$ cat src/rtl/padbid_bus_reader.sv
// padbid_bus_reader: parks a PADBID bus, releases it on request, samples pad_c through a synchronizer and returns the word; `PADBUS_STABLE_CHECK_EN adds a double-sample stability flag
module padbid_bus_reader #(
  parameter int WIDTH = 4,
  parameter int TA_CYCLES = 2,
  parameter int SYNC_STAGES = 2,
  parameter logic [WIDTH-1:0] PARK = '0
) (
  input  logic             CK,
  input  logic             RST,
  input  logic             req_valid,
  output logic             req_ready,
  output logic             rsp_valid,
  input  logic             rsp_ready,
  output logic [WIDTH-1:0] rsp_data,
  output logic [WIDTH-1:0] pad_oen,
  output logic [WIDTH-1:0] pad_i,
  input  logic [WIDTH-1:0] pad_c,
`ifdef PADBUS_STABLE_CHECK_EN
  output logic             rsp_unstable,
`endif
  output logic             busy
);
  localparam int MX = TA_CYCLES > SYNC_STAGES ? TA_CYCLES : SYNC_STAGES;
  localparam int CW = $clog2(MX) + 1;
`ifdef PADBUS_STABLE_CHECK_EN
  localparam int SYNC_LEN = SYNC_STAGES + 1;
`else
  localparam int SYNC_LEN = SYNC_STAGES;
`endif
  localparam logic [CW-1:0] TA_LAST = CW'(TA_CYCLES - 1);
  localparam logic [CW-1:0] SY_LAST = CW'(SYNC_LEN - 1);
  typedef enum logic [2:0] {IDLE, ACQ, SYNC, RESP, REL} state_t;
  state_t state, next;
  logic [CW-1:0] cnt;
  logic oen;
  logic [SYNC_STAGES-1:0][WIDTH-1:0] sync;
  logic [WIDTH-1:0] sync_out;
  logic capture;
  assign sync_out = sync[SYNC_STAGES-1];
  assign capture = state == SYNC && cnt == SY_LAST;
  assign pad_oen = {WIDTH{oen}};
  assign pad_i = PARK;
  // next state and handshake outputs; any stray encoding falls back to a safe release
  always_comb begin
    next = state;
    req_ready = state == IDLE;
    busy = state != IDLE;
    case (state)
      IDLE: next = req_valid ? ACQ : IDLE;
      ACQ:  next = cnt == TA_LAST ? SYNC : ACQ;
      SYNC: next = cnt == SY_LAST ? RESP : SYNC;
      RESP: next = rsp_ready ? REL : RESP;
      REL:  next = cnt == TA_LAST ? IDLE : REL;
      default: next = REL;
    endcase
  end
  // state, per-state counter and registered (glitch-free) output enable; reset releases the pads
  always_ff @(posedge CK or posedge RST) begin
    if (RST) begin
      state <= REL;
      cnt <= '0;
      oen <= 1'b1;
    end else begin
      state <= next;
      cnt <= next != state ? '0 : cnt + 1'b1;
      oen <= next != IDLE;
    end
  end
  // free-running synchronizer on the asynchronous pad outputs
  always_ff @(posedge CK or posedge RST) begin
    if (RST) sync <= '0;
    else sync <= {sync[SYNC_STAGES-2:0], pad_c};
  end
`ifdef PADBUS_STABLE_CHECK_EN
  localparam logic [CW-1:0] SY_PREV = CW'(SYNC_LEN - 2);
  logic [WIDTH-1:0] first;
  // first of the two capture samples, compared against the second at the final SYNC edge
  always_ff @(posedge CK or posedge RST) begin
    if (RST) first <= '0;
    else if (state == SYNC && cnt == SY_PREV) first <= sync_out;
  end
  // stability flag lives and dies with rsp_valid
  always_ff @(posedge CK or posedge RST) begin
    if (RST) rsp_unstable <= 1'b0;
    else if (capture) rsp_unstable <= sync_out != first;
    else if (state == RESP && rsp_ready) rsp_unstable <= 1'b0;
  end
`endif
  // response register: loaded only at the end of SYNC, cleared by the consumer handshake
  always_ff @(posedge CK or posedge RST) begin
    if (RST) begin
      rsp_valid <= 1'b0;
      rsp_data <= '0;
    end else if (capture) begin
      rsp_valid <= 1'b1;
      rsp_data <= sync_out;
    end else if (state == RESP && rsp_ready) rsp_valid <= 1'b0;
  end
endmodule
$ cat config.mk
export PLATFORM = sky130hd
export DESIGN_NAME = padbid_bus_reader
export DESIGN_NICKNAME = d
export VERILOG_FILES = /design/src/rtl/padbid_bus_reader.sv
export SDC_FILE = /design/constraint.sdc
export NUM_CORES = 1
export LEC_CHECK = 0
export ABC_AREA = 1
export CORE_UTILIZATION = 45
export DETAILED_ROUTE_END_ITERATION = 8
export PLACE_DENSITY = 0.76
export SLEW_MARGIN = 40
export SYNTH_ARGS = -nofsm -noshare
export SYNTH_HDL_FRONTEND = slang
export SYNTH_SLANG_ARGS = --single-unit
export TNS_END_PERCENT = 100
$ cat constraint.sdc
create_clock -name CK -period 1.7 [get_ports CK]
set_input_delay 0.34 -clock CK [delete_from_list [all_inputs] [get_ports CK]]
set_output_delay 0.34 -clock CK [all_outputs]
set_load 0.05 [all_outputs]
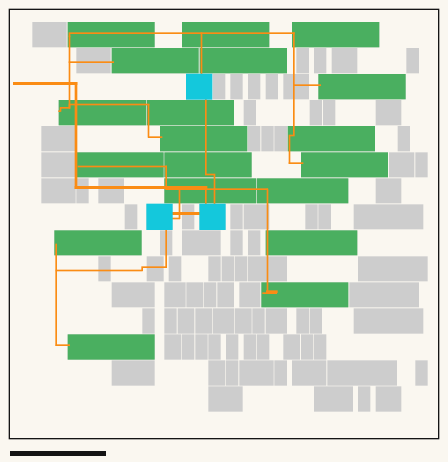
Fig. 1. Clock wires, drivers and flops.
The bar under the picture is 10 µm long.
[orange] clock wires | length: 198 µm
[cyan] cells driving clock nets | count: 3
[green] flip-flops | count: 19
routed clock nets: 4
Clock net power: 214 µW
Clock Skews: 0.00190 ns
Late-Pin Clk Latency: 0.28 ns
Clock Power Share: 9.8%

==> impl_metrics.py <==
# Flow results
metrics = {
    "floorplanning": {
        "die-height_um": 44.7,
        "die-area_mm2": 0.00200,
        "nWellTaps": 25,
        "rows": 15,
        "core_mm2": 0.00173,
        "fp-utilization_pct": 47.6,
        "ios": 23,
        "die-width_um": 44.7,
    },
    "power_and_ir_drop": {
        "switching_share_pct": 47.4,
        "ir_worst_vdd_uv": 913,
        "p_comb_share_pct": 58.1,
        "power_leakage_nw": 0.554,
        "intPower_mw": 1.15,
        "p_sw_mw": 1.04,
        "pwr-share-seq_pct": 32.1,
        "p_per_area_mw_per_mm2": 2030,
        "total_power_mw": 2.19,
    },
    "global_routing": {
        "track_usage_pct": 13.8,
        "grtUsageMet3_pct": 3.60,
        "grt-ovfl-total": 0,
        "antenna_found_initial": 0,
        "grt_start_max_net_pins": 20,
        "grt_first_pass_wirelength_mm": 1.95,
        "met2_usage_pct": 22.4,
        "grt_pass1_vias": 502,
    },
    "cells_and_area": {
        "num-multi-input-gates": 54,
        "diodes": 0,
        "layout_top_cell": "nand2_1",
        "fillCellCount": 152,
        "final_nets": 119,
        "dominant_cells": "sequential cells",
        "comb-cell-share_pct": 24.9,
        "buffers": 20,
        "flops": 19,
        "drive_gt1_share_pct": 25.9,
        "nonClkBufAreaFrac_pct": 21.3,
        "layout_top_cells": "nand2_1 (27), dfrtp_1 (16), inv_1 (10)",
        "area_growth_syn_to_layout_pct": 31.2,
        "seqAreaFraction_pct": 44.4,
        "final.clkbuf_count": 3,
        "non_clock_inverter_count": 11,
        "clk_share_pct": 2.55,
        "comb_area_um2": 269,
        "seq_area_um2": 479,
    },
    "critical_path": {
        "worstSetupPathType": "reg -> out",
        "cp.required_ns": 1.36,
        "critical_path_arrival_ns": 1.28,
        "critPathMaxFanout": 4,
        "critPathLaunchType": "register",
        "critPathCaptureType": "output port",
    },
    "synth": {
        "avgSynthCellArea_um2": 9.24,
        "ys_cells": 89,
        "synth_adder_area_share_pct": 3.04,
        "yosys_area_um2": 822,
        "top_logic_kind": "simple AND/OR/NAND/NOR gates",
        "syn-cell-area_um2": 822,
        "ys_seq_share_pct": 58.1,
        "synthCells": 89,
        "simple_gate_share_pct": 24.2,
        "synth-seq-cells": 19,
        "synthXorXnorAreaFrac_pct": 0,
        "synth.area.mux_share_pct": 0,
        "synth_cell_types": 18,
        "aoi_share_pct": 1.83,
        "yosysWarnings": 0,
    },
    "run": {
        "max-cap-violations": 0,
        "warnings": 27,
    },
    "cts": {
        "clkTransAtPathRegs_ns": 0.10,
        "clkSinkCount": 19,
        "cts_tree": "built",
        "cts_hold_buffers": 0,
        "root_buffer": "clkbuf_4",
        "cts_max_path_buffers": 2,
        "htreeDepth": 1,
        "cts_buffers": 3,
    },
    "sta": {
        "grt_setup_unrepaired": "false",
        "whs_ns": 0.351,
        "setup-tns-final_ns": 0,
        "finalClockPeriodUsage_pct": 95.2,
        "maxSlewViolCount": 0,
        "report.final.hold_viol_count": 0,
        "fin_crit_ns": 1.62,
        "setup_viol": 0,
        "worst_slack_ns": 0.0815,
        "timing.fmax_mhz": 618,
    },
    "placed_design": {
        "place_congestion": 0.774,
        "io_buffers": 18,
        "dpl.hpwl_um": 910,
        "place_ws_ns": 0.192,
    },
    "route": {
        "wl_met2_um": 594,
        "postRouteAntennaNets": 0,
        "route.met3.wl_um": 69,
        "firstDrtPassIters": 4,
        "viasPerCell": 4.43,
        "drt-met1-wl_um": 533,
        "top_layer_used": "met4",
        "wl_mm": 1.21,
        "drtIter0Drc": 11,
        "vias": 589,
        "drc_errors": 0,
    },
    "status": {
        "status": "finished, final reports clean",
    },
    "hold_path": {
        "min_path_type": "in -> async",
    },
}
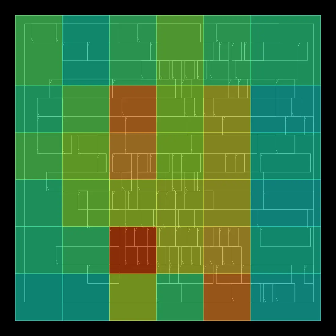
Fig. 2. Routing congestion.
GR Util met1: 16.8%
wire length per cell: 9.08 µm
global route hottest layer: met2
Final Core Density: 62.5%

worst max-delay path, stage by stage, from the launching register on:
cell	delay (ns)
dfrtp_1	0.45
nor2_4	0.13
inv_1	0.08
nor2_4	0.11
inv_1	0.05
buf_4	0.18
power groups by stage:
stage	Combinational, mW	Clock [mW]	Sequential, mW
floorplan	0.723	0	0.832
global placement	1.24	0	0.706
detailed placement	1.25	0	0.709
CTS	1.26	0.226	0.713
global route	1.36	0.244	0.720
finish	1.27	0.214	0.703
what timing repair did:
action                     in CTS  in global routing
buffers inserted                0                  1
resized                         3                  0
setup endpoints to repair       2                  1
stage by stage:
step	std cells	instance area [µm²]	utilization (%)
3_5_place_dp	128	1030	59.9
6_report	133	1080	62.5
3_3_place_gp	128	1030	59.9
2_1_floorplan	92	841	-
5_1_grt	133	1080	62.5
4_1_cts	132	1070	62.0
state kept, by name (all words and copies together) (netlist names):
register,flops
rsp_valid,1
rsp_data,4
state,3
sync,4
cnt,2
oen,1
sync_out,4
cell usage after synthesis:
library cell	count	area share (%)
nor2_1	7	3.2
nand3_1	3	1.8
nor3_1	2	1.2
a21oi_1	2	1.2
nor2_4	1	1.4
nand2_2	1	0.76
dfstp_2	2	6.4
o21ai_0	1	0.61
nand2_1	27	12
conb_1	1	0.46
dfrtp_1	17	52
nor2_2	2	1.5
buf_4	8	7.3
nand3_2	1	1.2
nand4_1	1	0.76
inv_2	1	0.46
inv_1	10	4.6
ha_1	2	3.0
path summary, 6_finish.rpt:
check	slack, ns	cells past startpoint	start	end
min in group CK	0.36	0	sync[0]	sync_out[0]
setup reg to reg	0.31	9	state[2]	cnt[0]
hold / removal	0.35	3	RST	sync_out[1]
max in group asynchronous	1.09	3	RST	state[2]
setup / recovery	0.08	5	state[0]	busy
hold reg to reg	0.36	0	sync[0]	sync_out[0]
Power is estimated from default activity; no workload was simulated.
